Selected gate families:
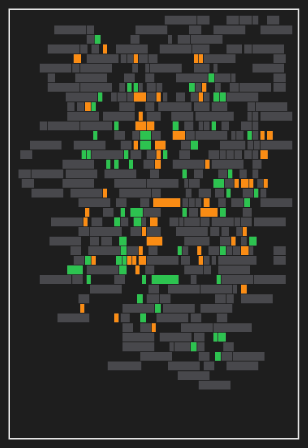
Routed metal, one color a layer:
The bar under the picture is 20 um long. Two of the layers only.
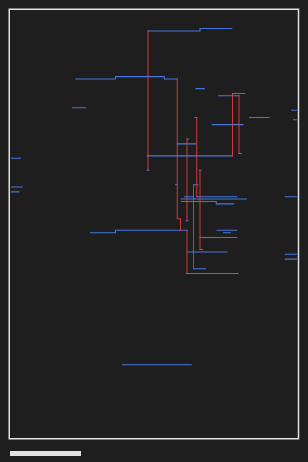
Sequential cells colored by netlist name:
The bar under the picture is 20 um long. Other sequential cells in the stronger gray, the rest of the logic in the fainter gray.
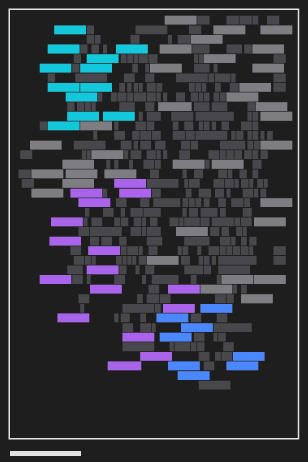
Placement by cell class:
The bar under the picture is 20 um long.
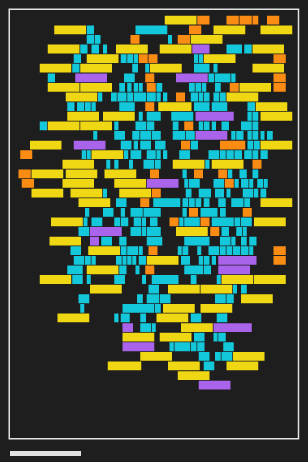
Routing congestion:
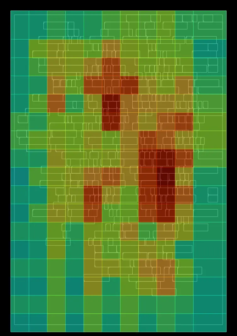
==> src/rtl/car_cmd_executor.sv <==
// Car-side command executor: qualifies the controller's latched 3-bit code on a slow tick
// and runs one timed manoeuvre (forward or spin turn, then brake) on a dual H-bridge.
module car_cmd_executor #(
    parameter int TICK_DIV     = 65536,
    parameter int STABLE_TICKS = 4,
    parameter int FWD_TICKS    = 1524,
    parameter int TURN_TICKS   = 762,
    parameter int BRAKE_TICKS  = 76,
    parameter int PWM_BITS     = 8,
    parameter int DUTY         = 192
) (
    input  logic       clk,
    input  logic       reset,
    input  logic [2:0] cmd_in,
    output logic [1:0] motor_l,
    output logic [1:0] motor_r,
    output logic       pwm_l,
    output logic       pwm_r,
    output logic       busy,
    output logic       cmd_ack,
    output logic       cmd_err,
    output logic [1:0] state_o
);

    localparam int PRE_W  = (TICK_DIV > 1) ? $clog2(TICK_DIV) : 1;
    localparam int MAX_A  = (FWD_TICKS > TURN_TICKS) ? FWD_TICKS : TURN_TICKS;
    localparam int MAX_B  = (BRAKE_TICKS > STABLE_TICKS) ? BRAKE_TICKS : STABLE_TICKS;
    localparam int MAX_T  = (MAX_A > MAX_B) ? MAX_A : MAX_B;
    localparam int CNT_W  = $clog2(MAX_T) + 1;
    localparam int PWM_W1 = PWM_BITS + 1;

    localparam logic [PRE_W-1:0]  PRE_LAST   = PRE_W'(TICK_DIV - 1);
    localparam logic [CNT_W-1:0]  STABLE_C   = CNT_W'(STABLE_TICKS);
    localparam logic [CNT_W-1:0]  FWD_LOAD   = CNT_W'(FWD_TICKS - 1);
    localparam logic [CNT_W-1:0]  TURN_LOAD  = CNT_W'(TURN_TICKS - 1);
    localparam logic [CNT_W-1:0]  BRAKE_LOAD = CNT_W'(BRAKE_TICKS - 1);
    localparam logic [PWM_W1-1:0] DUTY_C     = PWM_W1'(DUTY);

    localparam logic [1:0] ST_IDLE  = 2'b00;
    localparam logic [1:0] ST_FWD   = 2'b01;
    localparam logic [1:0] ST_TURN  = 2'b10;
    localparam logic [1:0] ST_BRAKE = 2'b11;

    logic [2:0]          cmd_m_q, cmd_m_d, cmd_s_q, cmd_s_d;
    logic [PRE_W-1:0]    pre_q, pre_d;
    logic [2:0]          last_q, last_d;
    logic [CNT_W-1:0]    stab_q, stab_d;
    logic                armed_q, armed_d;
    logic [1:0]          state_q, state_d;
    logic [CNT_W-1:0]    timer_q, timer_d;
    logic [PWM_BITS-1:0] pwm_cnt_q, pwm_cnt_d;
    logic [1:0]          motor_l_q, motor_l_d, motor_r_q, motor_r_d;
    logic                pwm_l_q, pwm_l_d, pwm_r_q, pwm_r_d;
    logic                busy_q, busy_d, ack_q, ack_d, err_q, err_d;
    logic [1:0]          state_o_q, state_o_d;

    logic tick_s, same_s, qualify_s, honour_s, go_fwd_s, go_turn_s, bad_s, pwm_raw_s;

    // Synchroniser, prescaler and free-running PWM counter
    always_comb begin
        cmd_m_d   = cmd_in;
        cmd_s_d   = cmd_m_q;
        tick_s    = (pre_q == PRE_LAST);
        pwm_cnt_d = pwm_cnt_q + PWM_BITS'(1);
        pwm_raw_s = ({1'b0, pwm_cnt_q} < DUTY_C);
        if (tick_s) begin
            pre_d = {PRE_W{1'b0}};
        end else begin
            pre_d = pre_q + PRE_W'(1);
        end
    end

    // Qualifier: qualify fires only on the tick where the run length first reaches STABLE_TICKS
    always_comb begin
        same_s    = (cmd_s_q == last_q) && (cmd_s_q != 3'b000);
        last_d    = last_q;
        stab_d    = stab_q;
        qualify_s = 1'b0;
        if (tick_s) begin
            if (same_s) begin
                if (stab_q < STABLE_C) begin
                    stab_d = stab_q + CNT_W'(1);
                end else begin
                    stab_d = stab_q;
                end
            end else begin
                last_d = cmd_s_q;
                stab_d = (cmd_s_q != 3'b000) ? CNT_W'(1) : {CNT_W{1'b0}};
            end
            qualify_s = (stab_d == STABLE_C) && !(same_s && (stab_q == STABLE_C));
        end else begin
            qualify_s = 1'b0;
        end
    end

    // Acceptance, arming and manoeuvre sequencing
    always_comb begin
        honour_s  = qualify_s && armed_q && (state_q == ST_IDLE);
        go_fwd_s  = honour_s && (cmd_s_q == 3'b001);
        go_turn_s = honour_s && (cmd_s_q == 3'b010);
        bad_s     = honour_s && !go_fwd_s && !go_turn_s;
        if (honour_s) begin
            armed_d = 1'b0;
        end else if (tick_s && (cmd_s_q == 3'b000)) begin
            armed_d = 1'b1;
        end else begin
            armed_d = armed_q;
        end
        state_d = state_q;
        timer_d = timer_q;
        case (state_q)
            ST_IDLE: begin
                if (go_fwd_s) begin
                    state_d = ST_FWD;
                    timer_d = FWD_LOAD;
                end else if (go_turn_s) begin
                    state_d = ST_TURN;
                    timer_d = TURN_LOAD;
                end else begin
                    state_d = ST_IDLE;
                end
            end
            ST_FWD, ST_TURN: begin
                if (tick_s && (timer_q == {CNT_W{1'b0}})) begin
                    state_d = ST_BRAKE;
                    timer_d = BRAKE_LOAD;
                end else if (tick_s) begin
                    timer_d = timer_q - CNT_W'(1);
                end else begin
                    timer_d = timer_q;
                end
            end
            ST_BRAKE: begin
                if (tick_s && (timer_q == {CNT_W{1'b0}})) begin
                    state_d = ST_IDLE;
                end else if (tick_s) begin
                    timer_d = timer_q - CNT_W'(1);
                end else begin
                    timer_d = timer_q;
                end
            end
            default: begin
                state_d = ST_IDLE;
                timer_d = {CNT_W{1'b0}};
            end
        endcase
    end

    // Bridge drive decode; registered below so outputs lag state by one clk
    always_comb begin
        busy_d    = (state_q != ST_IDLE);
        state_o_d = state_q;
        ack_d     = go_fwd_s || go_turn_s;
        err_d     = bad_s;
        case (state_q)
            ST_FWD: begin
                motor_l_d = 2'b10;
                motor_r_d = 2'b10;
                pwm_l_d   = pwm_raw_s;
                pwm_r_d   = pwm_raw_s;
            end
            ST_TURN: begin
                motor_l_d = 2'b01;
                motor_r_d = 2'b10;
                pwm_l_d   = pwm_raw_s;
                pwm_r_d   = pwm_raw_s;
            end
            ST_BRAKE: begin
                motor_l_d = 2'b11;
                motor_r_d = 2'b11;
                pwm_l_d   = 1'b1;
                pwm_r_d   = 1'b1;
            end
            default: begin
                motor_l_d = 2'b00;
                motor_r_d = 2'b00;
                pwm_l_d   = 1'b0;
                pwm_r_d   = 1'b0;
            end
        endcase
    end

    // State registers; armed comes out of reset set so the first command is accepted
    always_ff @(posedge clk or negedge reset) begin
        if (!reset) begin
            cmd_m_q   <= 3'b000;
            cmd_s_q   <= 3'b000;
            pre_q     <= {PRE_W{1'b0}};
            last_q    <= 3'b000;
            stab_q    <= {CNT_W{1'b0}};
            armed_q   <= 1'b1;
            state_q   <= ST_IDLE;
            timer_q   <= {CNT_W{1'b0}};
            pwm_cnt_q <= {PWM_BITS{1'b0}};
            motor_l_q <= 2'b00;
            motor_r_q <= 2'b00;
            pwm_l_q   <= 1'b0;
            pwm_r_q   <= 1'b0;
            busy_q    <= 1'b0;
            ack_q     <= 1'b0;
            err_q     <= 1'b0;
            state_o_q <= 2'b00;
        end else begin
            cmd_m_q   <= cmd_m_d;
            cmd_s_q   <= cmd_s_d;
            pre_q     <= pre_d;
            last_q    <= last_d;
            stab_q    <= stab_d;
            armed_q   <= armed_d;
            state_q   <= state_d;
            timer_q   <= timer_d;
            pwm_cnt_q <= pwm_cnt_d;
            motor_l_q <= motor_l_d;
            motor_r_q <= motor_r_d;
            pwm_l_q   <= pwm_l_d;
            pwm_r_q   <= pwm_r_d;
            busy_q    <= busy_d;
            ack_q     <= ack_d;
            err_q     <= err_d;
            state_o_q <= state_o_d;
        end
    end

    assign motor_l = motor_l_q;
    assign motor_r = motor_r_q;
    assign pwm_l   = pwm_l_q;
    assign pwm_r   = pwm_r_q;
    assign busy    = busy_q;
    assign cmd_ack = ack_q;
    assign cmd_err = err_q;
    assign state_o = state_o_q;

endmodule

==> config.mk <==
export PLATFORM = sky130hd
export DESIGN_NAME = car_cmd_executor
export DESIGN_NICKNAME = d
export VERILOG_FILES = /design/src/rtl/car_cmd_executor.sv
export SDC_FILE = /design/constraint.sdc
export NUM_CORES = 1
export LEC_CHECK = 0
export CORE_ASPECT_RATIO = 1.5
export CORE_MARGIN = 1
export CORE_UTILIZATION = 35
export DETAILED_ROUTE_END_ITERATION = 8
export HOLD_SLACK_MARGIN = 0.02
export SETUP_SLACK_MARGIN = 0.15
export SYNTH_ARGS = -nofsm -noshare
export SYNTH_HDL_FRONTEND = slang
export SYNTH_SLANG_ARGS = --single-unit
==> constraint.sdc <==
create_clock -name clk -period 2.6 [get_ports clk]
set_input_delay 0.52 -clock clk [delete_from_list [all_inputs] [get_ports clk]]
set_output_delay 0.52 -clock clk [all_outputs]
set_load 0.005 [all_outputs]
==> results.yml <==
# flow metrics
cts:
  cts_tree: "yes"
  clk_latency_ns: 0.33
  clk_pin_slew_ns: 0.06
  cts_resized: 3
  cts_buffer_depth: 2
  cts_made_buffers: 9
setup_path:
  path_delay_family: "AND-OR/OR-AND gates"
  setup.worst_path.end: "timer_q[3]$_DFFE_PN0P_"
  critPathMaxStageDelay_ns: 0.56
  crit_type: "reg2reg"
  r2r-end: "timer_q[3]$_DFFE_PN0P_"
  cp.arrival_ns: 2.69
  regToRegStartpoint: "stab_q[1]$_DFFE_PN0N_"
floorplanning:
  nWellTaps: 112
  row_count: 43
  die_x_um: 81.47
layout:
  seqCellArea_um2: 1754
  num_antenna_cells: 0
  multiInputCombCellCount: 229
  comb-cell-share: 0.3701
  reg_top3: "pre_q x16, stab_q x12, timer_q x12"
  n_clock_buffer: 10
  regMostFlops: "pre_q"
  nNetsFinal: 381
  stdcell_count: 482
  seq_share: 0.4178
route:
  drc: 0
  ant_nets: 0
  drt-initial-drc-count: 113
  routed-wl-met2_mm: 3.578
  vias: 2517
sta:
  finalSetupTns_ns: 0
  setup_violations: 0
  finalClockSkew_ns: 0.006007
  fin_crit_ns: 2.468
  hold_viol: 0
  period_used_share: 0.9491
  rsz0062_at_grt: "true"
synthesis:
  simple_gate_area_frac: 0.2102
  top_area_cell: "dfrtp_1"
  synthMuxAreaShare: 0
  async_reset_ff_frac: 1.000
  synthTopCellsByCount: "dfrtp_1, nor2_1, nand2_1"
  synthTopLogicFamily: "simple AND/OR/NAND/NOR gates"
  yosys_warnings: 0
pwr:
  ir_worst_vdd_v: 0.0005021
  maxPowerGroup: "clock"
  pg_comb_w: 0.0000381
  powerDensity_nw_per_um2: 609.7
  totalPowerFinal_w: 0.002560
grt:
  grt_pass1_wl_mm: 11.77
place:
  port_buffers: 15
job:
  drv_cap: 0
run_status:
  status: "finished clean"
## Picture notes: 'selected gate families'
[orange] NOR gates | cells: 50
[green] NAND gates | cells: 57

## Picture notes: 'routed metal, one color a layer'
[red] met4 | wire length: 221 um
[blue] met3 | wire length: 278 um

## Picture notes: 'sequential cells colored by netlist name'
[cyan] stab_q | flops: 12 | where: north-west
[blue] pwm_cnt_q | flops: 8
[purple] pre_q | flops: 16
not colored: 34

## Picture notes: 'placement by cell class'
[cyan] all other logic | cells: 245 | share of their area: 40%
[purple] clock drivers and dummy loads | cells: 15 | share of their area: 8.5%
[yellow] flip-flops | cells: 70 | share of their area: 43%
[orange] other buffers and delay cells | cells: 40 | share of their area: 8.5%

## Picture notes: 'routing congestion'
wire per inst: 14.91 um
final core occ: 0.4564
met2 usage: 0.2484
Total GRT Usage: 0.1581

No activity file was given, so power comes from the tool's default toggle rates.
